<file path="src/rtl/id_ex_alu_stage_if.sv">
// ID-to-EX boundary bundle: decoded ID fields in, registered EX-side controls/operands out.
// The master modport is the ID/hazard side; the slave modport is the stage register itself.
interface id_ex_alu_stage_if #(
    parameter int WIDTH = 32,
    parameter int RADDR = 5,
    parameter int CNTW  = 16
);
    logic             Stall;
    logic             Flush;
    logic             InValid;
    logic             InRegWrite;
    logic             InMemRead;
    logic             InMemWrite;
    logic             InMemToReg;
    logic             InALUSrc;
    logic             InRegDst;
    logic [1:0]       InALUOp;
    logic [5:0]       InFunct;
    logic [WIDTH-1:0] InReadData1;
    logic [WIDTH-1:0] InReadData2;
    logic [WIDTH-1:0] InSignExt;
    logic [RADDR-1:0] InRt;
    logic [RADDR-1:0] InRd;

    logic             ExValid;
    logic [1:0]       ExSel;
    logic             ExInvertB;
    logic             ExCin;
    logic             ExSetLess;
    logic [WIDTH-1:0] ExDataA;
    logic [WIDTH-1:0] ExDataB;
    logic [WIDTH-1:0] ExStoreData;
    logic [RADDR-1:0] ExWriteReg;
    logic             ExRegWrite;
    logic             ExMemRead;
    logic             ExMemWrite;
    logic             ExMemToReg;
    logic             ExIllegal;
    logic [CNTW-1:0]  BubbleCount;

    modport master (
        output Stall, Flush, InValid, InRegWrite, InMemRead, InMemWrite, InMemToReg,
               InALUSrc, InRegDst, InALUOp, InFunct, InReadData1, InReadData2,
               InSignExt, InRt, InRd,
        input  ExValid, ExSel, ExInvertB, ExCin, ExSetLess, ExDataA, ExDataB,
               ExStoreData, ExWriteReg, ExRegWrite, ExMemRead, ExMemWrite,
               ExMemToReg, ExIllegal, BubbleCount
    );

    modport slave (
        input  Stall, Flush, InValid, InRegWrite, InMemRead, InMemWrite, InMemToReg,
               InALUSrc, InRegDst, InALUOp, InFunct, InReadData1, InReadData2,
               InSignExt, InRt, InRd,
        output ExValid, ExSel, ExInvertB, ExCin, ExSetLess, ExDataA, ExDataB,
               ExStoreData, ExWriteReg, ExRegWrite, ExMemRead, ExMemWrite,
               ExMemToReg, ExIllegal, BubbleCount
    );
endinterface

</file>
<file path="src/rtl/id_ex_alu_stage.sv">
// ID/EX pipeline register with ALU-control decode, operand/destination muxing,
// stall/flush handling and a saturating count of inserted bubbles.
module id_ex_alu_stage #(
    parameter int WIDTH = 32,
    parameter int RADDR = 5,
    parameter int CNTW  = 16
) (
    input  logic                 clk,
    input  logic                 rst_n,
    id_ex_alu_stage_if.slave     bus
);

    logic [1:0]       w_sel;
    logic             w_invert_b;
    logic             w_cin;
    logic             w_set_less;
    logic             w_legal;
    logic             w_bubble_in;
    logic [WIDTH-1:0] w_data_b;
    logic [RADDR-1:0] w_write_reg;
    logic [CNTW-1:0]  w_count_inc;

    logic             r_valid;
    logic [1:0]       r_sel;
    logic             r_invert_b;
    logic             r_cin;
    logic             r_set_less;
    logic [WIDTH-1:0] r_data_a;
    logic [WIDTH-1:0] r_data_b;
    logic [WIDTH-1:0] r_store_data;
    logic [RADDR-1:0] r_write_reg;
    logic             r_reg_write;
    logic             r_mem_read;
    logic             r_mem_write;
    logic             r_mem_to_reg;
    logic             r_illegal;
    logic [CNTW-1:0]  r_bubble_count;

    // ALUOp/funct to ALU slice controls; anything off the table is flagged illegal
    always_comb begin
        w_sel      = 2'b10;
        w_invert_b = 1'b0;
        w_cin      = 1'b0;
        w_set_less = 1'b0;
        w_legal    = 1'b1;
        case (bus.InALUOp)
            2'b00: begin
                w_sel = 2'b10;
            end
            2'b01: begin
                w_invert_b = 1'b1;
                w_cin      = 1'b1;
            end
            2'b10: begin
                case (bus.InFunct)
                    6'b100000: w_sel = 2'b10;
                    6'b100010: begin
                        w_invert_b = 1'b1;
                        w_cin      = 1'b1;
                    end
                    6'b100100: w_sel = 2'b00;
                    6'b100101: w_sel = 2'b01;
                    6'b101010: begin
                        w_invert_b = 1'b1;
                        w_cin      = 1'b1;
                        w_set_less = 1'b1;
                    end
                    default:   w_legal = 1'b0;
                endcase
            end
            default: begin
                w_legal = 1'b0;
            end
        endcase
    end

    // Operand/destination muxes and saturating bubble increment
    always_comb begin
        w_bubble_in = !bus.InValid || !w_legal;
        if (bus.InALUSrc) begin
            w_data_b = bus.InSignExt;
        end else begin
            w_data_b = bus.InReadData2;
        end
        if (bus.InRegDst) begin
            w_write_reg = bus.InRd;
        end else begin
            w_write_reg = bus.InRt;
        end
        if (r_bubble_count == {CNTW{1'b1}}) begin
            w_count_inc = r_bubble_count;
        end else begin
            w_count_inc = r_bubble_count + {{(CNTW-1){1'b0}}, 1'b1};
        end
    end

    // Stage register: reset > flush/bubble > stall > load
    always_ff @(posedge clk) begin
        if (!rst_n) begin
            r_valid        <= 1'b0;
            r_sel          <= 2'b00;
            r_invert_b     <= 1'b0;
            r_cin          <= 1'b0;
            r_set_less     <= 1'b0;
            r_data_a       <= {WIDTH{1'b0}};
            r_data_b       <= {WIDTH{1'b0}};
            r_store_data   <= {WIDTH{1'b0}};
            r_write_reg    <= {RADDR{1'b0}};
            r_reg_write    <= 1'b0;
            r_mem_read     <= 1'b0;
            r_mem_write    <= 1'b0;
            r_mem_to_reg   <= 1'b0;
            r_illegal      <= 1'b0;
            r_bubble_count <= {CNTW{1'b0}};
        end else if (bus.Flush || (!bus.Stall && w_bubble_in)) begin
            r_valid        <= 1'b0;
            r_sel          <= 2'b00;
            r_invert_b     <= 1'b0;
            r_cin          <= 1'b0;
            r_set_less     <= 1'b0;
            r_data_a       <= {WIDTH{1'b0}};
            r_data_b       <= {WIDTH{1'b0}};
            r_store_data   <= {WIDTH{1'b0}};
            r_write_reg    <= {RADDR{1'b0}};
            r_reg_write    <= 1'b0;
            r_mem_read     <= 1'b0;
            r_mem_write    <= 1'b0;
            r_mem_to_reg   <= 1'b0;
            // Only a real, unstalled, unflushed instruction can raise the illegal pulse
            r_illegal      <= !bus.Flush && bus.InValid && !w_legal;
            r_bubble_count <= w_count_inc;
        end else if (bus.Stall) begin
            r_illegal      <= 1'b0;
        end else begin
            r_valid        <= 1'b1;
            r_sel          <= w_sel;
            r_invert_b     <= w_invert_b;
            r_cin          <= w_cin;
            r_set_less     <= w_set_less;
            r_data_a       <= bus.InReadData1;
            r_data_b       <= w_data_b;
            r_store_data   <= bus.InReadData2;
            r_write_reg    <= w_write_reg;
            r_reg_write    <= bus.InRegWrite;
            r_mem_read     <= bus.InMemRead;
            r_mem_write    <= bus.InMemWrite;
            r_mem_to_reg   <= bus.InMemToReg;
            r_illegal      <= 1'b0;
        end
    end

    assign bus.ExValid     = r_valid;
    assign bus.ExSel       = r_sel;
    assign bus.ExInvertB   = r_invert_b;
    assign bus.ExCin       = r_cin;
    assign bus.ExSetLess   = r_set_less;
    assign bus.ExDataA     = r_data_a;
    assign bus.ExDataB     = r_data_b;
    assign bus.ExStoreData = r_store_data;
    assign bus.ExWriteReg  = r_write_reg;
    assign bus.ExRegWrite  = r_reg_write;
    assign bus.ExMemRead   = r_mem_read;
    assign bus.ExMemWrite  = r_mem_write;
    assign bus.ExMemToReg  = r_mem_to_reg;
    assign bus.ExIllegal   = r_illegal;
    assign bus.BubbleCount = r_bubble_count;

endmodule

</file>
<file path="src/flat_wrapper.sv">
// flat-port wrapper written by rule: the top's interface ports become plain ports
module id_ex_alu_stage_flat 
#(
    parameter int WIDTH = 32,
    parameter int RADDR = 5,
    parameter int CNTW  = 16
)
  (clk, rst_n, bus_Stall, bus_Flush, bus_InValid, bus_InRegWrite, bus_InMemRead, bus_InMemWrite, bus_InMemToReg, bus_InALUSrc, bus_InRegDst, bus_InALUOp, bus_InFunct, bus_InReadData1, bus_InReadData2, bus_InSignExt, bus_InRt, bus_InRd, bus_ExValid, bus_ExSel, bus_ExInvertB, bus_ExCin, bus_ExSetLess, bus_ExDataA, bus_ExDataB, bus_ExStoreData, bus_ExWriteReg, bus_ExRegWrite, bus_ExMemRead, bus_ExMemWrite, bus_ExMemToReg, bus_ExIllegal, bus_BubbleCount);
  id_ex_alu_stage_if #(.WIDTH(WIDTH), .RADDR(RADDR), .CNTW(CNTW)) bus_i ();
  input  logic clk;
  input  logic rst_n;
  input wire logic [$bits(bus_i.Stall)-1:0] bus_Stall;
  input wire logic [$bits(bus_i.Flush)-1:0] bus_Flush;
  input wire logic [$bits(bus_i.InValid)-1:0] bus_InValid;
  input wire logic [$bits(bus_i.InRegWrite)-1:0] bus_InRegWrite;
  input wire logic [$bits(bus_i.InMemRead)-1:0] bus_InMemRead;
  input wire logic [$bits(bus_i.InMemWrite)-1:0] bus_InMemWrite;
  input wire logic [$bits(bus_i.InMemToReg)-1:0] bus_InMemToReg;
  input wire logic [$bits(bus_i.InALUSrc)-1:0] bus_InALUSrc;
  input wire logic [$bits(bus_i.InRegDst)-1:0] bus_InRegDst;
  input wire logic [$bits(bus_i.InALUOp)-1:0] bus_InALUOp;
  input wire logic [$bits(bus_i.InFunct)-1:0] bus_InFunct;
  input wire logic [$bits(bus_i.InReadData1)-1:0] bus_InReadData1;
  input wire logic [$bits(bus_i.InReadData2)-1:0] bus_InReadData2;
  input wire logic [$bits(bus_i.InSignExt)-1:0] bus_InSignExt;
  input wire logic [$bits(bus_i.InRt)-1:0] bus_InRt;
  input wire logic [$bits(bus_i.InRd)-1:0] bus_InRd;
  output wire logic [$bits(bus_i.ExValid)-1:0] bus_ExValid;
  output wire logic [$bits(bus_i.ExSel)-1:0] bus_ExSel;
  output wire logic [$bits(bus_i.ExInvertB)-1:0] bus_ExInvertB;
  output wire logic [$bits(bus_i.ExCin)-1:0] bus_ExCin;
  output wire logic [$bits(bus_i.ExSetLess)-1:0] bus_ExSetLess;
  output wire logic [$bits(bus_i.ExDataA)-1:0] bus_ExDataA;
  output wire logic [$bits(bus_i.ExDataB)-1:0] bus_ExDataB;
  output wire logic [$bits(bus_i.ExStoreData)-1:0] bus_ExStoreData;
  output wire logic [$bits(bus_i.ExWriteReg)-1:0] bus_ExWriteReg;
  output wire logic [$bits(bus_i.ExRegWrite)-1:0] bus_ExRegWrite;
  output wire logic [$bits(bus_i.ExMemRead)-1:0] bus_ExMemRead;
  output wire logic [$bits(bus_i.ExMemWrite)-1:0] bus_ExMemWrite;
  output wire logic [$bits(bus_i.ExMemToReg)-1:0] bus_ExMemToReg;
  output wire logic [$bits(bus_i.ExIllegal)-1:0] bus_ExIllegal;
  output wire logic [$bits(bus_i.BubbleCount)-1:0] bus_BubbleCount;
  assign bus_i.Stall = bus_Stall;
  assign bus_i.Flush = bus_Flush;
  assign bus_i.InValid = bus_InValid;
  assign bus_i.InRegWrite = bus_InRegWrite;
  assign bus_i.InMemRead = bus_InMemRead;
  assign bus_i.InMemWrite = bus_InMemWrite;
  assign bus_i.InMemToReg = bus_InMemToReg;
  assign bus_i.InALUSrc = bus_InALUSrc;
  assign bus_i.InRegDst = bus_InRegDst;
  assign bus_i.InALUOp = bus_InALUOp;
  assign bus_i.InFunct = bus_InFunct;
  assign bus_i.InReadData1 = bus_InReadData1;
  assign bus_i.InReadData2 = bus_InReadData2;
  assign bus_i.InSignExt = bus_InSignExt;
  assign bus_i.InRt = bus_InRt;
  assign bus_i.InRd = bus_InRd;
  assign bus_ExValid = bus_i.ExValid;
  assign bus_ExSel = bus_i.ExSel;
  assign bus_ExInvertB = bus_i.ExInvertB;
  assign bus_ExCin = bus_i.ExCin;
  assign bus_ExSetLess = bus_i.ExSetLess;
  assign bus_ExDataA = bus_i.ExDataA;
  assign bus_ExDataB = bus_i.ExDataB;
  assign bus_ExStoreData = bus_i.ExStoreData;
  assign bus_ExWriteReg = bus_i.ExWriteReg;
  assign bus_ExRegWrite = bus_i.ExRegWrite;
  assign bus_ExMemRead = bus_i.ExMemRead;
  assign bus_ExMemWrite = bus_i.ExMemWrite;
  assign bus_ExMemToReg = bus_i.ExMemToReg;
  assign bus_ExIllegal = bus_i.ExIllegal;
  assign bus_BubbleCount = bus_i.BubbleCount;
  id_ex_alu_stage #(.WIDTH(WIDTH), .RADDR(RADDR), .CNTW(CNTW)) u_core (.clk(clk), .rst_n(rst_n), .bus(bus_i));
endmodule
</file>
<file path="config.mk">
export PLATFORM = sky130hd
export DESIGN_NAME = id_ex_alu_stage_flat
export DESIGN_NICKNAME = d
export VERILOG_FILES = /design/src/rtl/id_ex_alu_stage_if.sv /design/src/rtl/id_ex_alu_stage.sv /design/src/flat_wrapper.sv
export SDC_FILE = /design/constraint.sdc
export NUM_CORES = 1
export LEC_CHECK = 0
export CAP_MARGIN = 20
export CORE_MARGIN = 10
export CORE_UTILIZATION = 44
export DETAILED_ROUTE_END_ITERATION = 8
export GPL_ROUTABILITY_DRIVEN = 0
export PLACE_DENSITY = 0.94
export SLEW_MARGIN = 15
export SYNTH_ARGS = -nofsm -noshare
export SYNTH_HDL_FRONTEND = slang
export SYNTH_SLANG_ARGS = --single-unit
</file>
<file path="constraint.sdc">
create_clock -name clk -period 5.59 [get_ports clk]
set_input_delay 1.118 -clock clk [delete_from_list [all_inputs] [get_ports clk]]
set_output_delay 1.118 -clock clk [all_outputs]
set_load 0.02 [all_outputs]
</file>
==> images/m1.png <==
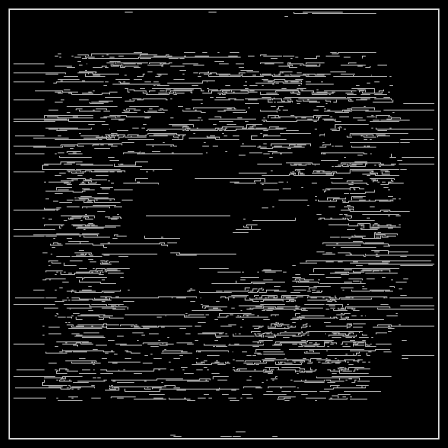
The longest straight run is 37.7 um. The wires run mostly horizontal. The layer carries 6,270 um of wire. The layer holds 36% of the routed length. 851 nets have wire on it.
grt met1 use: 0.2058
overall routed net length: 17.43 mm
vias post-DR: 4,851

==> images/m2.png <==
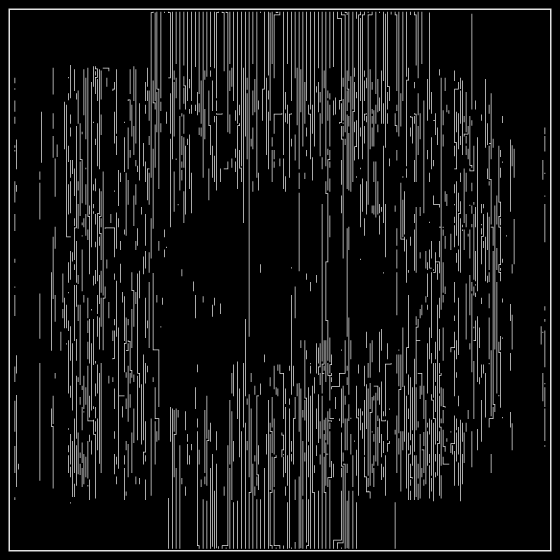
The layer holds 51% of the routed length. 813 nets have wire on it. The wires run mostly vertical. The longest straight run is 77.7 um. The layer carries 8,830 um of wire.
met2 track demand over resource: 0.3590

==> results_slide.txt <==
Flow Results at a Glance

Final layout
  • Nets: 936
  • Layout cell share with drive strength beyond 1: 0.04401
  • Sequential Area: 2542 sq um
  • Comb. cell area: 2469 sq um
  • FILL cells: 790
  • Area Growth Syn to Fin: 58.90%
  • Diode count: 0

Detailed routing
  • DR WL/cell: 18.13 um
  • Number of antenna-violating nets in the routed design: 0
  • Drt first-iter violations: 249
  • Drt first pass iters: 4
  • Detailed-route DRC error count: 0
  • Routed vias/inst: 5.048

Synth
  • Syn Area/Cell: 9.212 sq um
  • YS chip area: 5260 sq um
  • Yosys top cell by instances: nor2_1
  • Ys async rst share: 0
  • Dominant Register Cell: dfxtp_1
  • Syn Std Cell Area: 5260 sq um
  • Top cells, area: dfxtp_1, mux2i_1, nor2_1, a21oi_1, buf_6
  • Floorplan Nets: 701
  • Cell variety after synth: 33
  • Yosys cell count: 571
  • Synthesized instance count: 571
  • Number of enable flip-flop cells: 0
  • Cell taking the most area after synthesis: dfxtp_1
  • Top cells by count, synth: nor2_1, dfxtp_1, mux2i_1
  • Warnings, synthesis: 0
  • Synth Register Bits: 127
  • Area share, top type: 0.4833
  • Post-synth seq share: 0.4833

Die
  • Core Area: 11,560 sq um
  • Die outline width: 129.3 um
  • Io pins: 253
  • FP Util: 0.4548
  • Vertical die size: 129.3 um
  • Die ar.: 16,730 sq um
  • Placement Rows: 39

Hold path
  • Worst hold path class: reg -> reg
  • Hold Crit Start: u_core.bus.ExValid$_SDFFE_PP0N_

Final timing
  • Period utilisation layout: 0.7088
  • Setup WS post-layout: 1.628 ns
  • Tmin final: 3.962 ns
  • Slew margin rel.: 0.2731
  • Clock Skew: 0.005424 ns
  • Hold slack final: 0.4465 ns
  • Final Hold Viols: 0
  • Setup-failing EPs final: 0
  • Fmax: 252.4 MHz
  • Pins Over Slew Limit: 0
  • RSZ-0062 raised after global routing: no
  • Slew @ Worst Pin: 1.090 ns
  • Setup TNS: 0 ns

Critical path
  • Critical path class: in -> reg
  • Critical Path Max Stage Delay: 0.51 ns
  • Startpoint Class: primary input
  • Critical Path Source: bus_InALUOp[0]
  • Critical Path Sink Type: flip-flop
  • Worst path slowest cell: nand2_4
  • Crit-path cells: clkdlybuf4s50_1 > inv_1 > ha_1 > nand3b_2 > a2111oi_1 > o41a_1 > or2_1 > nand2_4 > buf_4 > nor2_1
  • Arrival time worst endpoint: 4.29 ns
  • Crit path DRT: 5.92 ns
  • RR Startpoint: u_core.bus.BubbleCount[0]$_SDFFE_PN0P_
  • Highest net fanout along the worst path: 79

Clock tree
  • PostCTS Resize Cnt: 0
  • Clock sink total: 127
  • Num CTS Buffers: 17
  • Late-Pin Clk Latency: 0.40 ns
  • Root buf cell: clkbuf_16
  • Clk buf depth: 2
  • Htree depth: 4
  • CTS Hold Bufs: 0
  • CTS tree: built
  • Post-CTS setup buffer count: 0
  • CTS clk-pin slew, worst paths: 0.05 ns

Outcome
  • Status: complete, no violations

Power
  • Sequential power share: 0.398
  • Psw: 0.5269 mW
  • Pwr dens: 283.2 nW/um^2
  • P_leak: 3.346 nW
  • Gate power share: 0.131
  • Pint: 1.840 mW
  • Clk network pwr share: 0.471
  • Peak supply drop: 216.4 uV
  • Sw Ratio: 0.2226

Placed design
  • Post-Place Setup Slack: 1.257 ns
  • I/O Buffers: 252
  • DP HPWL: 12.88 mm

Job
  • OpenROAD warning count: 29
  • Max-cap violations: 0

Global routing
  • GRT Util Overall: 0.2038
  • Largest net degree at the start of global routing: 92
  • Grt ovf: 0
  • Initial antenna violation count: 0
  • Vias in the first global route: 5,043
  • Global-route wire length before repair: 26.73 mm
[power groups by stage]
stage	clock [mW]	combinational [mW]	sequential (mW)
6_report	1.12	0.309	0.943
5_1_grt	1.18	0.334	0.945
4_1_cts	1.14	0.312	0.942
3_5_place_dp	0	0.308	0.961
3_3_place_gp	0	0.303	0.960
2_1_floorplan	0	0.126	0.987
[per-layer routing]
| layer | GRT usage | routed length [um] |
|---|---|---|
| met5 | 0 | 0 |
| met4 | 0.07492 | 332 |
| met3 | 0.09747 | 1995 |
| met2 | 0.3590 | 8834 |
| met1 | 0.2058 | 6265 |
[logic make-up (layout without fill, tap and decap cells)]
logic type                 Yosys count  after routing  share of synthesized area
adders and majority gates            5              5                    0.01189
and+or+nand+nor                    221            221                     0.1794
DFF                                127            127                     0.4833
buffers and inverters               46            293                    0.04876
AOI/OAI and AO/OA                   57             57                    0.05923
muxes                              109            109                     0.2074
xor gates and xnor gates             6              6                   0.009990
[registers in the layout, summed over array words and instances (netlist names)]
name and count:
u_core.bus.ExSetLess 1, u_core.bus.ExStoreData 32, u_core.bus.ExDataB 32, u_core.bus.ExInvertB 1, u_core.bus.ExIllegal 1, u_core.bus.ExWriteReg 5
u_core.bus.ExDataA 32, u_core.bus.BubbleCount 16, u_core.bus.ExValid 1, u_core.bus.ExMemToReg 1, u_core.bus.ExSel 2, u_core.bus.ExRegWrite 1
u_core.bus.ExMemWrite 1, u_core.bus.ExMemRead 1
[placed cells by master (no fill, tap or decap), drive strengths merged, types with 4 or more instances in the layout]
cell type      netlist  layout
a21oi               47      47
buf                 19       5
clkbuf              20      25
clkdlybuf4s50        0     250
dfxtp              127     127
ha                   5       5
inv                  7       7
mux2i              109     109
nand2               16      16
nand2b               6       6
nand3               10      10
nor2               159     159
nor3                 9       9
nor4                 5       5
o21ai                5       5
or3                  4       4
xnor2                6       6
[per-stage QoR]
stage	instance area (sq um)	instances	total power, mW	utilization
after floorplan	5260	571	1.113	-
after global routing	8358	961	2.454	0.7227
after global placement	7757	930	1.263	0.6708
after CTS	8358	961	2.393	0.7227
after detailed placement	7757	930	1.269	0.6708
final	8358	961	2.367	0.7227
[layout make-up]
class,instances,area share
Clock buffer,25,0.05928
Clock inverter,6,0.01257
Inverter,7,0.003144
Multi-Input combinational cell,398,0.2954
Sequential cell,127,0.3042
Tap cell,143,0.02141
Timing Repair Buffer,255,0.3040
[critical path: cells and delay by family]
kind	cells	cell delay, ns
and+or+nand+nor	4	1.09
buffers and inverters	3	0.97
AOI/OAI and AO/OA	2	0.91
adders and majority gates	1	0.16
[worst paths after layout]
kind / slack (ns) / cells after the start / to
hold reg to reg: 0.45 / 2 / u_core.bus.ExValid$_SDFFE_PP0N_
hold / removal: 0.45 / 2 / u_core.bus.ExValid$_SDFFE_PP0N_
setup reg to reg: 3.47 / 7 / u_core.bus.BubbleCount[8]$_SDFFE_PN0P_
setup / recovery: 1.63 / 10 / u_core.bus.ExMemToReg$_SDFFE_PP0N_
Power figures rest on the tool's default switching activity, not on a simulated workload.
